## src/rtl/mem_port_arbiter.sv

```systemverilog
// mem_port_arbiter
// ----------------
// Shares the single memory-controller port between the instruction-fetch
// requester (IF) and the data-memory stage requester (DM). Each granted
// transfer holds mc_en high for MEM_LAT cycles. In the last of those cycles
// mc_rdata is captured. The matching ack then pulses for one cycle, and that
// ack cycle is also an IDLE cycle in which the next grant can be made.
//
// DM has priority over IF. A starvation counter forces an IF grant after
// STARVE_MAX consecutive DM grants that were made while IF was waiting.
//
// Ports
//   clock, reset          rising-edge clock; asynchronous, active-low reset
//   if_req/if_addr        fetch read request (level) and address
//   if_data/if_ack        registered fetch data and its one-cycle valid pulse
//   if_stall              if_req & ~if_ack
//   dm_req/dm_we          data request (level); 1 = write, 0 = read
//   dm_addr/dm_wdata      data address and write data
//   dm_rdata/dm_ack       registered read data and completion pulse
//   dm_stall              dm_req & ~dm_ack
//   mc_en/mc_we           registered memory enable and write strobe
//   mc_addr/mc_wdata      registered memory address and write data
//   mc_rdata              memory read data, valid in the last mc_en cycle
module mem_port_arbiter #(
  parameter int ADDR_W     = 18,
  parameter int DATA_W     = 32,
  parameter int MEM_LAT    = 2,
  parameter int STARVE_MAX = 3
) (
  input  logic              clock,
  input  logic              reset,
  input  logic              if_req,
  input  logic [ADDR_W-1:0] if_addr,
  output logic [DATA_W-1:0] if_data,
  output logic              if_ack,
  output logic              if_stall,
  input  logic              dm_req,
  input  logic              dm_we,
  input  logic [ADDR_W-1:0] dm_addr,
  input  logic [DATA_W-1:0] dm_wdata,
  output logic [DATA_W-1:0] dm_rdata,
  output logic              dm_ack,
  output logic              dm_stall,
  output logic              mc_en,
  output logic              mc_we,
  output logic [ADDR_W-1:0] mc_addr,
  output logic [DATA_W-1:0] mc_wdata,
  input  logic [DATA_W-1:0] mc_rdata
);

  localparam int WAIT_W   = (MEM_LAT < 2) ? 1 : $clog2(MEM_LAT + 1);
  localparam int STARVE_W = (STARVE_MAX < 2) ? 1 : $clog2(STARVE_MAX + 1);

  localparam logic [WAIT_W-1:0]   WAIT_INIT  = WAIT_W'(MEM_LAT);
  localparam logic [WAIT_W-1:0]   WAIT_LAST  = WAIT_W'(1);
  localparam logic [STARVE_W-1:0] STARVE_LIM = STARVE_W'(STARVE_MAX);

  typedef enum logic [1:0] {
    IDLE    = 2'd0,
    BUSY_IF = 2'd1,
    BUSY_DM = 2'd2
  } state_t;

  state_t              state;
  state_t              next_state;
  logic [WAIT_W-1:0]   wait_cnt;
  logic [STARVE_W-1:0] starve_cnt;
  logic                grant_if;
  logic                grant_dm;
  logic                done;

  // Grant decision and transfer completion. Requests are looked at only in
  // IDLE, so request changes during a busy transfer have no effect.
  always_comb begin
    next_state = state;
    grant_if   = 1'b0;
    grant_dm   = 1'b0;
    done       = 1'b0;
    case (state)
      IDLE: begin
        // DM wins a tie unless IF has already been passed over STARVE_MAX times.
        if (dm_req && !(if_req && (starve_cnt == STARVE_LIM))) begin
          grant_dm   = 1'b1;
          next_state = BUSY_DM;
        end else if (if_req) begin
          grant_if   = 1'b1;
          next_state = BUSY_IF;
        end
      end
      BUSY_IF, BUSY_DM: begin
        if (wait_cnt == WAIT_LAST) begin
          done       = 1'b1;
          next_state = IDLE;
        end
      end
      default: next_state = IDLE;
    endcase
  end

  always_ff @(posedge clock or negedge reset) begin
    if (!reset) begin
      state <= IDLE;
    end else begin
      state <= next_state;
    end
  end

  // Memory port, wait counter, starvation counter and returned data.
  // The acks default low every cycle so that each one is a single-cycle pulse.
  always_ff @(posedge clock or negedge reset) begin
    if (!reset) begin
      mc_en      <= 1'b0;
      mc_we      <= 1'b0;
      mc_addr    <= '0;
      mc_wdata   <= '0;
      wait_cnt   <= '0;
      starve_cnt <= '0;
      if_data    <= '0;
      dm_rdata   <= '0;
      if_ack     <= 1'b0;
      dm_ack     <= 1'b0;
    end else begin
      if_ack <= 1'b0;
      dm_ack <= 1'b0;
      if (grant_dm) begin
        mc_en    <= 1'b1;
        mc_we    <= dm_we;
        mc_addr  <= dm_addr;
        mc_wdata <= dm_wdata;
        wait_cnt <= WAIT_INIT;
        // Only DM grants made while IF is waiting count toward starvation.
        if (!if_req) begin
          starve_cnt <= '0;
        end else if (starve_cnt != STARVE_LIM) begin
          starve_cnt <= starve_cnt + STARVE_W'(1);
        end
      end else if (grant_if) begin
        mc_en      <= 1'b1;
        mc_we      <= 1'b0;
        mc_addr    <= if_addr;
        mc_wdata   <= '0;
        wait_cnt   <= WAIT_INIT;
        starve_cnt <= '0;
      end else if (state != IDLE) begin
        wait_cnt <= wait_cnt - WAIT_W'(1);
        if (done) begin
          mc_en    <= 1'b0;
          mc_we    <= 1'b0;
          mc_wdata <= '0;
          if (state == BUSY_IF) begin
            if_data <= mc_rdata;
            if_ack  <= 1'b1;
          end else begin
            // A write leaves the previously returned read data untouched.
            if (!mc_we) begin
              dm_rdata <= mc_rdata;
            end
            dm_ack <= 1'b1;
          end
        end
      end
    end
  end

  assign if_stall = if_req & ~if_ack;
  assign dm_stall = dm_req & ~dm_ack;

endmodule
```

## config.mk

```make
export PLATFORM = sky130hd
export DESIGN_NAME = mem_port_arbiter
export DESIGN_NICKNAME = d
export VERILOG_FILES = /design/src/rtl/mem_port_arbiter.sv
export SDC_FILE = /design/constraint.sdc
export NUM_CORES = 1
export LEC_CHECK = 0
export ABC_CLOCK_PERIOD_IN_PS = 2400
export CORE_MARGIN = 1
export CORE_UTILIZATION = 43
export CTS_BUF_LIST = sky130_fd_sc_hd__clkbuf_8
export CTS_CLUSTER_SIZE = 24
export DETAILED_ROUTE_END_ITERATION = 8
export PLACE_DENSITY = 0.92
export SYNTH_ARGS = -nofsm -noshare
export SYNTH_HDL_FRONTEND = slang
export SYNTH_SLANG_ARGS = --single-unit
export TNS_END_PERCENT = 50
```

## constraint.sdc

```tcl
create_clock -name clock -period 2.4 [get_ports clock]
set_input_delay 0.48 -clock clock [delete_from_list [all_inputs] [get_ports clock]]
set_output_delay 0.48 -clock clock [all_outputs]
set_load 0.02 [all_outputs]
```

Figure 1. Wiring by layer (run 1).
(3 px per um) Only two layers are drawn.
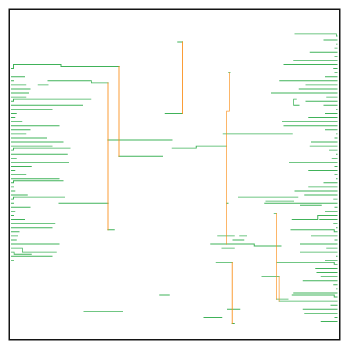
| layer | colour | wire length |
|---|---|---|
| met3 | green | 1220 um |
| met4 | orange | 218 um |

Figure 2. Met1 routing (run 1).
(3 px per um) Supply wires on this layer in grey.
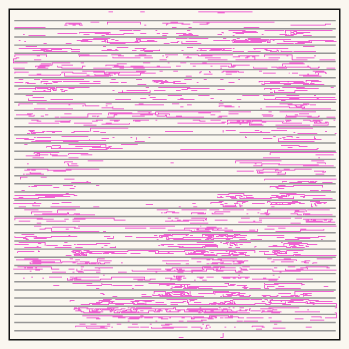
longest straight run: 45.5 um
wire length on this layer: 5320 um
share of all routed wire: 38%
nets with wire on the layer: 600
main direction: horizontal

==> qor.txt, run 1 <==
outcome -> completed
skew final -> 0.008530 ns
total number of H-tree levels -> 4
Synth cell types -> 32
initial antenna violation count -> 0
peak supply drop -> 0.001002 V
worst flop-to-flop path startpoint -> state[1]
fill cell count -> 764
number of port buffers -> 224
chip area in the Yosys report -> 4981 um2
Tcrit/Tclk final -> 0.9475
post-synthesis instance total -> 352
Slew headroom -> 0.4797
Critical Path Source Type -> input pin
Worst Path Arrival -> 1.79 ns
Pre-antenna DRT Iters -> 5
Commonest flop -> dfrtp_1
CP max stage delay -> 0.63 ns
io pins -> 225
Late-Pin Clk Latency -> 0.43 ns
final tally of setup violations -> 0
crit end category -> output port
Synth Area per Inst -> 14.15 um2
setup TNS -> 0 ns
Post-CTS Setup Bufs -> 0
Yosys warning count -> 0
drt total wl -> 13900 um
Post-synth ARST share -> 1.000
Crit Path Max Fanout -> 2
Crit Path Class -> in2out
Worst-Margin Slew -> 0.7786 ns
CTS Root Buffer Type -> clkbuf_8
Max-Cap Viols -> 0
antenna-violating nets left -> 0
Worst R2R Path Depth -> 6
Post-Syn Area -> 4981 um2
HPWL Detailed -> 10020 um
most frequent logic cell in the layout -> clkdlybuf4s50_1
OpenROAD warnings -> 27
commonest non-fill, non-tap cells in the layout -> clkdlybuf4s50_1 (223), dfrtp_1 (124), o21ai_0 (36), a22o_1 (33), mux2_2 (33)
flop-to-flop setup slack -> 0.30 ns
Layout area overhead -> 56.32%
most used cell, CP -> clkdlybuf4s50_1
cts bufs inserted -> 17
WP data required -> 1.92 ns
slowest CP cell -> clkdlybuf4s50_1
gr ovfl total -> 0
Vias -> 3841
chip width -> 109.6 um
vias per inst -> 5.205
Pwr per Cell Area -> 1419 nW/um2
Max Transition Viols Final -> 0
die height -> 109.6 um
worst hold slack -> 0.4855 ns
Post-synth EDFFs -> 0
first-pass GRT wire length -> 21120 um
Routed WL per cell -> 18.83 um
cells along the critical path -> clkdlybuf4s50_1 -> nor2b_1 -> clkdlybuf4s50_1
final net count -> 695
Synth Register Bits -> 124
clk slew on worst S/H paths -> 0.07 ns
Initial DRC Count -> 239
GR Util All Layers -> 0.2385
fp util -> 0.4496
gpl congestion -> 0.8027
CTS Buffer Depth -> 2
cell row count -> 38
total core area -> 11080 um2
Final Hold Viols -> 0
CTS tree -> yes
RSZ-0062 raised after global routing -> false
Die Area -> 12020 um2
Synth Seq Share -> 0.6230
Diodes inserted -> 0
Figure 3. Layout detail (run 1).
Window x 40 to 70, y 62 to 92 um. Cells in grey, sequential cells in the stronger grey; small squares are vias.
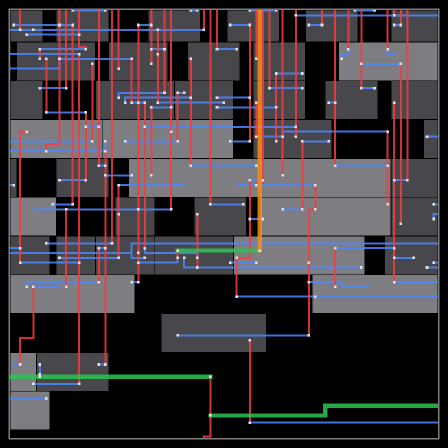
| layer | colour |
|---|---|
| met1 | blue |
| met3 | green |
| met2 | red |
| met4 | orange |
most frequent: clkdlybuf4s50_1 (15), dfrtp_1 (9), mux2_2 (6)
cells with their middle in the window: 38
sequential cells in the window: 9
netlist names of flops here include: dm_rdata (5), if_data (4)

[run 1: how the worst max path moves through the flow]
stage          startpoint             to  depth (start not counted)
2_1_floorplan    state[0]   dm_rdata[10]                          6
4_1_cts            dm_req       dm_stall                          3
6_report           dm_req       dm_stall                          3
3_5_place_dp       dm_req   mc_wdata[18]                          5
5_1_grt            if_req       if_stall                          3
3_3_place_gp       dm_req  starve_cnt[1]                          5
[run 1: sequential cells by signal, indices dropped and copies added, names as in the netlist]
name        count
dm_rdata       32
if_data        32
mc_wdata       32
mc_addr        18
starve_cnt      2
state           2
wait_cnt        2
dm_ack          1
if_ack          1
mc_en           1
mc_we           1
[run 1: report_power, final]
group | switching [W] | internal, W | leakage (nW) | total, W
Sequential | 0.000626 | 0.00312 | 1.54 | 0.00375
Combinational | 0.00264 | 0.00279 | 1.76 | 0.00544
Clock | 0.000777 | 0.00108 | 0.222 | 0.00186
[run 1: worst max-delay path, delay by kind of cell]
| kind | cells | cell delay (ns) |
|---|---|---|
| buf+inv | 2 | 1.16 |
| simple gates | 1 | 0.15 |
[run 1: cells in the mapped netlist, types with 2 or more instances]
master,number,area (um2)
a21oi_1,18,90.09
a22o_1,33,289.0
a32o_1,3,30.03
buf_4,6,45.04
buf_6,7,78.83
clkbuf_1,9,33.78
dfrtp_1,124,3103
ha_1,4,50.05
inv_1,5,18.77
mux2_1,2,22.52
mux2_2,33,371.6
mux2_4,29,435.4
nand2_1,20,75.07
nor2_1,4,15.01
nor2b_1,2,12.51
o21ai_0,37,185.2
[run 1: routing by layer]
layer | vias up | wire (um) | GRT usage
met1 | 1927 | 5323 | 0.2656
met5 | - | 0 | 0
met4 | 0 | 217 | 0.08952
li1 | 1731 | - | -
met3 | 19 | 1222 | 0.09010
met2 | 164 | 7134 | 0.4137
[run 1: logic make-up after synthesis]
kind of cell             count (synthesis)  share of synthesized area
AND/OR/NAND/NOR                         35                    0.03592
multiplexers                            64                     0.1665
flip-flops                             124                     0.6230
adder cells (fa/ha/maj)                  4                    0.01005
buffers and inverters                   28                    0.03642
AND-OR/OR-AND                           97                     0.1281
[run 1: area by class of cell]
| type | instances | area, um2 | area share |
|---|---|---|---|
| Clock buffer | 20 | 275.3 | 0.03535 |
| Clock inverter | 11 | 126.4 | 0.01623 |
| Inverter | 5 | 18.77 | 0.002410 |
| Multi-Input combinational cell | 200 | 1703 | 0.2187 |
| Sequential cell | 124 | 3103 | 0.3985 |
| Tap cell | 140 | 175.2 | 0.02250 |
| Timing Repair Buffer | 238 | 2385 | 0.3063 |
[run 1: repair_timing]
action                    in CTS  in global routing
resized                        0                  0
hold buffers                   1                  0
hold endpoints to repair      20                  0
[run 1: metrics by stage]
step           instance area, um2  setup slack, ns  instances  utilization  power [W]
6_report                     7786           0.1259        738       0.7028    0.01105
4_1_cts                      7786           0.1338        738       0.7028    0.01114
5_1_grt                      7786           0.1013        738       0.7028    0.01162
2_1_floorplan                4981           0.7078        352            -   0.006494
3_5_place_dp                 7375          0.07732        706       0.6657   0.009200
3_3_place_gp                 7375           0.1307        706       0.6657   0.008959
Figure 4. Selected gate families (run 1).
(4 px per um)
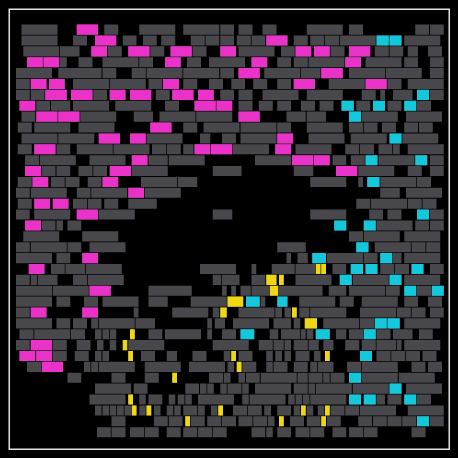

==> inputs of run 2 (changes only) <==
--- a/config.mk
+++ b/config.mk
@@ -5,13 +5,13 @@
 export SDC_FILE = /design/constraint.sdc
 export NUM_CORES = 1
 export LEC_CHECK = 0
-export ABC_CLOCK_PERIOD_IN_PS = 2400
+export ABC_CLOCK_PERIOD_IN_PS = 2930
 export CORE_MARGIN = 1
-export CORE_UTILIZATION = 43
+export CORE_UTILIZATION = 46
 export CTS_BUF_LIST = sky130_fd_sc_hd__clkbuf_8
 export CTS_CLUSTER_SIZE = 24
 export DETAILED_ROUTE_END_ITERATION = 8
-export PLACE_DENSITY = 0.92
+export PLACE_DENSITY = 0.95
 export SYNTH_ARGS = -nofsm -noshare
 export SYNTH_HDL_FRONTEND = slang
 export SYNTH_SLANG_ARGS = --single-unit
==> constraint.sdc (replaced) <==
create_clock -name clock -period 2.93 [get_ports clock]
set_input_delay 0.586 -clock clock [delete_from_list [all_inputs] [get_ports clock]]
set_output_delay 0.586 -clock clock [all_outputs]
set_load 0.02 [all_outputs]
Figure 5. Selected gate families (run 2).
(4 px per um)
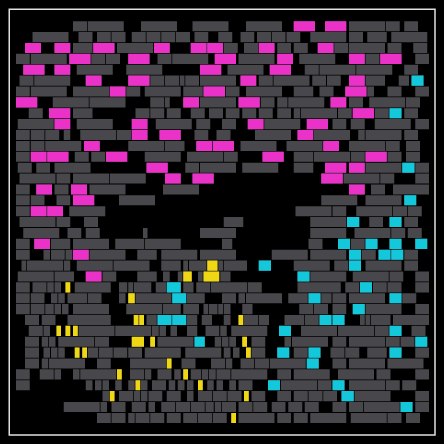
| family | colour | cells | most used |
|---|---|---|---|
| AND-OR and OR-AND gates | cyan | 38 | a22o_1 |
| multiplexers | magenta | 64 | mux2_2 |
| NAND gates | yellow | 25 | nand2_1 |
non-filler cells in the finished layout: 734
combinational fraction of the cell area: 0.2204

Figure 6. Met1 routing (run 2).
(4 px per um) Supply wires on this layer in grey.
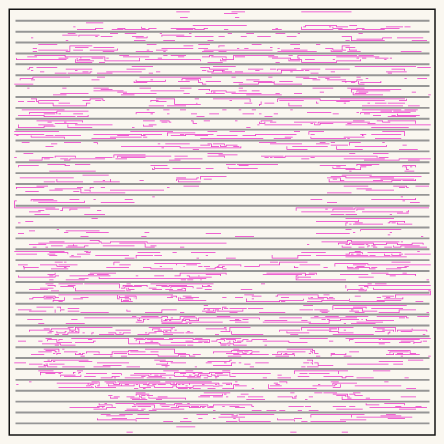
wire length on this layer: 5320 um
main direction: horizontal

==> qor.txt, run 2 <==
Yosys top cell by area -> dfrtp_1
Crit Path Max Fanout -> 6
cells along the critical path -> clkdlybuf4s50_1 -> nor2b_1 -> clkdlybuf4s50_1
Tcrit/Tclk final -> 0.8672
post-synthesis instance total -> 352
Synth Area per Inst -> 14.15 um2
clk slew on worst S/H paths -> 0.07 ns
GR Util All Layers -> 0.2533
chip area in the Yosys report -> 4981 um2
cts bufs inserted -> 17
Worst Path Arrival -> 1.95 ns
die height -> 106.1 um
peak supply drop -> 0.0006312 V
Top area cell types -> dfrtp_1 (62%), mux2_4 (8.7%), mux2_2 (7.5%)
Slew headroom -> 0.5552
Worst-Margin Slew -> 0.6672 ns
antenna-violating nets left -> 0
WP data required -> 2.34 ns
Crit Path Class -> in2out
Synth cell types -> 32
CTS tree -> yes
outcome -> completed
chip width -> 106.1 um
total number of H-tree levels -> 4
CTS Buffer Depth -> 2
Routed WL per cell -> 18.69 um
Synth Register Bits -> 124
slowest CP cell -> clkdlybuf4s50_1
Post-synth top cells -> dfrtp_1 (124), o21ai_0 (37), a22o_1 (33), mux2_2 (33), mux2_4 (29)
CP max stage delay -> 0.61 ns
io pins -> 225
skew final -> 0.01149 ns
Layout area overhead -> 55.09%
Yosys top cell by instances -> dfrtp_1
Initial DRC Count -> 161
Largest regs -> dm_rdata x32, if_data x32, mc_wdata x32
Final Worst Setup Slack -> 0.3892 ns
total core area -> 10420 um2
RSZ-0062 raised after global routing -> false
Post-synth ARST share -> 1.000
cell row count -> 37
initial antenna violation count -> 0
Pwr per Cell Area -> 1159 nW/um2
setup TNS -> 0 ns
Critical Path Source Type -> input pin
WP depth -> 3
worst slack, placed -> 0.4065 ns
Post-synth EDFFs -> 0
most used cell, CP -> clkdlybuf4s50_1
worst path bufs/invs -> 2
gr ovfl total -> 0
Worst R2R Path Depth -> 5
Vias -> 3880
final tally of setup violations -> 0
HPWL Detailed -> 9676 um
Final Hold Viols -> 0
Max-Cap Viols -> 0
Post-CTS Setup Bufs -> 0
OpenROAD warnings -> 27
Max Transition Viols Final -> 0
CTS Root Buffer Type -> clkbuf_8
vias per inst -> 5.286
gpl congestion -> 0.8163
Commonest flop -> dfrtp_1
Post-Syn Area -> 4981 um2
crit end category -> output port
final net count -> 694
Max-area cell share -> 0.6230
most frequent logic cell in the layout -> clkdlybuf4s50_1
Pre-antenna DRT Iters -> 4
[run 2: cell types whose count changed in the layout (fill, tap and decap cells not counted)]
cell	change
buf_4	+2
bufinv_16	-1
clkinv_2	+1
dlygate4sd3_1	-1
buf_12	-2
inv_1	+1
[run 2: area by class of cell]
class                      count  area, um2
clock buffer                  20      275.3
clock inverter                12      105.1
fill                         663       2691
inverter                       5      18.77
multi-input combinational    200       1703
sequential                   124       3103
tap                          136      170.2
timing repair buffer         237       2350
[run 2: routing by layer]
layer  wire [um]  global-route usage
met1        5322              0.2817
met2        7174              0.4477
met3         944             0.08155
met4         278              0.1022
met5           0                   0
[run 2: logic make-up (layout without fill, tap and decap cells)]
family	Yosys count	after routing	share of synthesized area
simple gates	35	35	0.03592
mux	64	64	0.1665
fa+ha+maj	4	4	0.01005
compound gates	97	97	0.1281
flops	124	124	0.6230
buf+inv	28	274	0.03642
[run 2: stage by stage]
stage	hold slack [ns]	total power [W]	cells	util	area [um2]
2_1_floorplan	0.2904	0.005319	352	-	4981
3_3_place_gp	0.4650	0.007330	702	0.7051	7345
3_5_place_dp	0.4768	0.007523	702	0.7051	7345
4_1_cts	0.1790	0.009024	734	0.7416	7725
5_1_grt	0.1987	0.009394	734	0.7416	7725
6_report	0.1704	0.008951	734	0.7416	7725
[run 2: path summary, 6_finish.rpt]
path,startpoint,end,slack (ns)
setup / recovery,dm_req,dm_stall,0.39
hold / removal,reset,mc_wdata[21],0.17
setup reg to reg,state[0],if_data[23],0.91
hold reg to reg,mc_addr[11],mc_addr[11],0.49
max in group asynchronous,reset,mc_wdata[9],2.05
min in group clock,mc_addr[11],mc_addr[11],0.49
[run 2: report_power, final]
part / leakage [nW] / switching [W] / internal, W
clock: 0.217 / 0.000638 / 0.000802
sequential: 1.54 / 0.000502 / 0.00256
combinational: 1.74 / 0.00215 / 0.00230
Power is estimated from default activity; no workload was simulated.
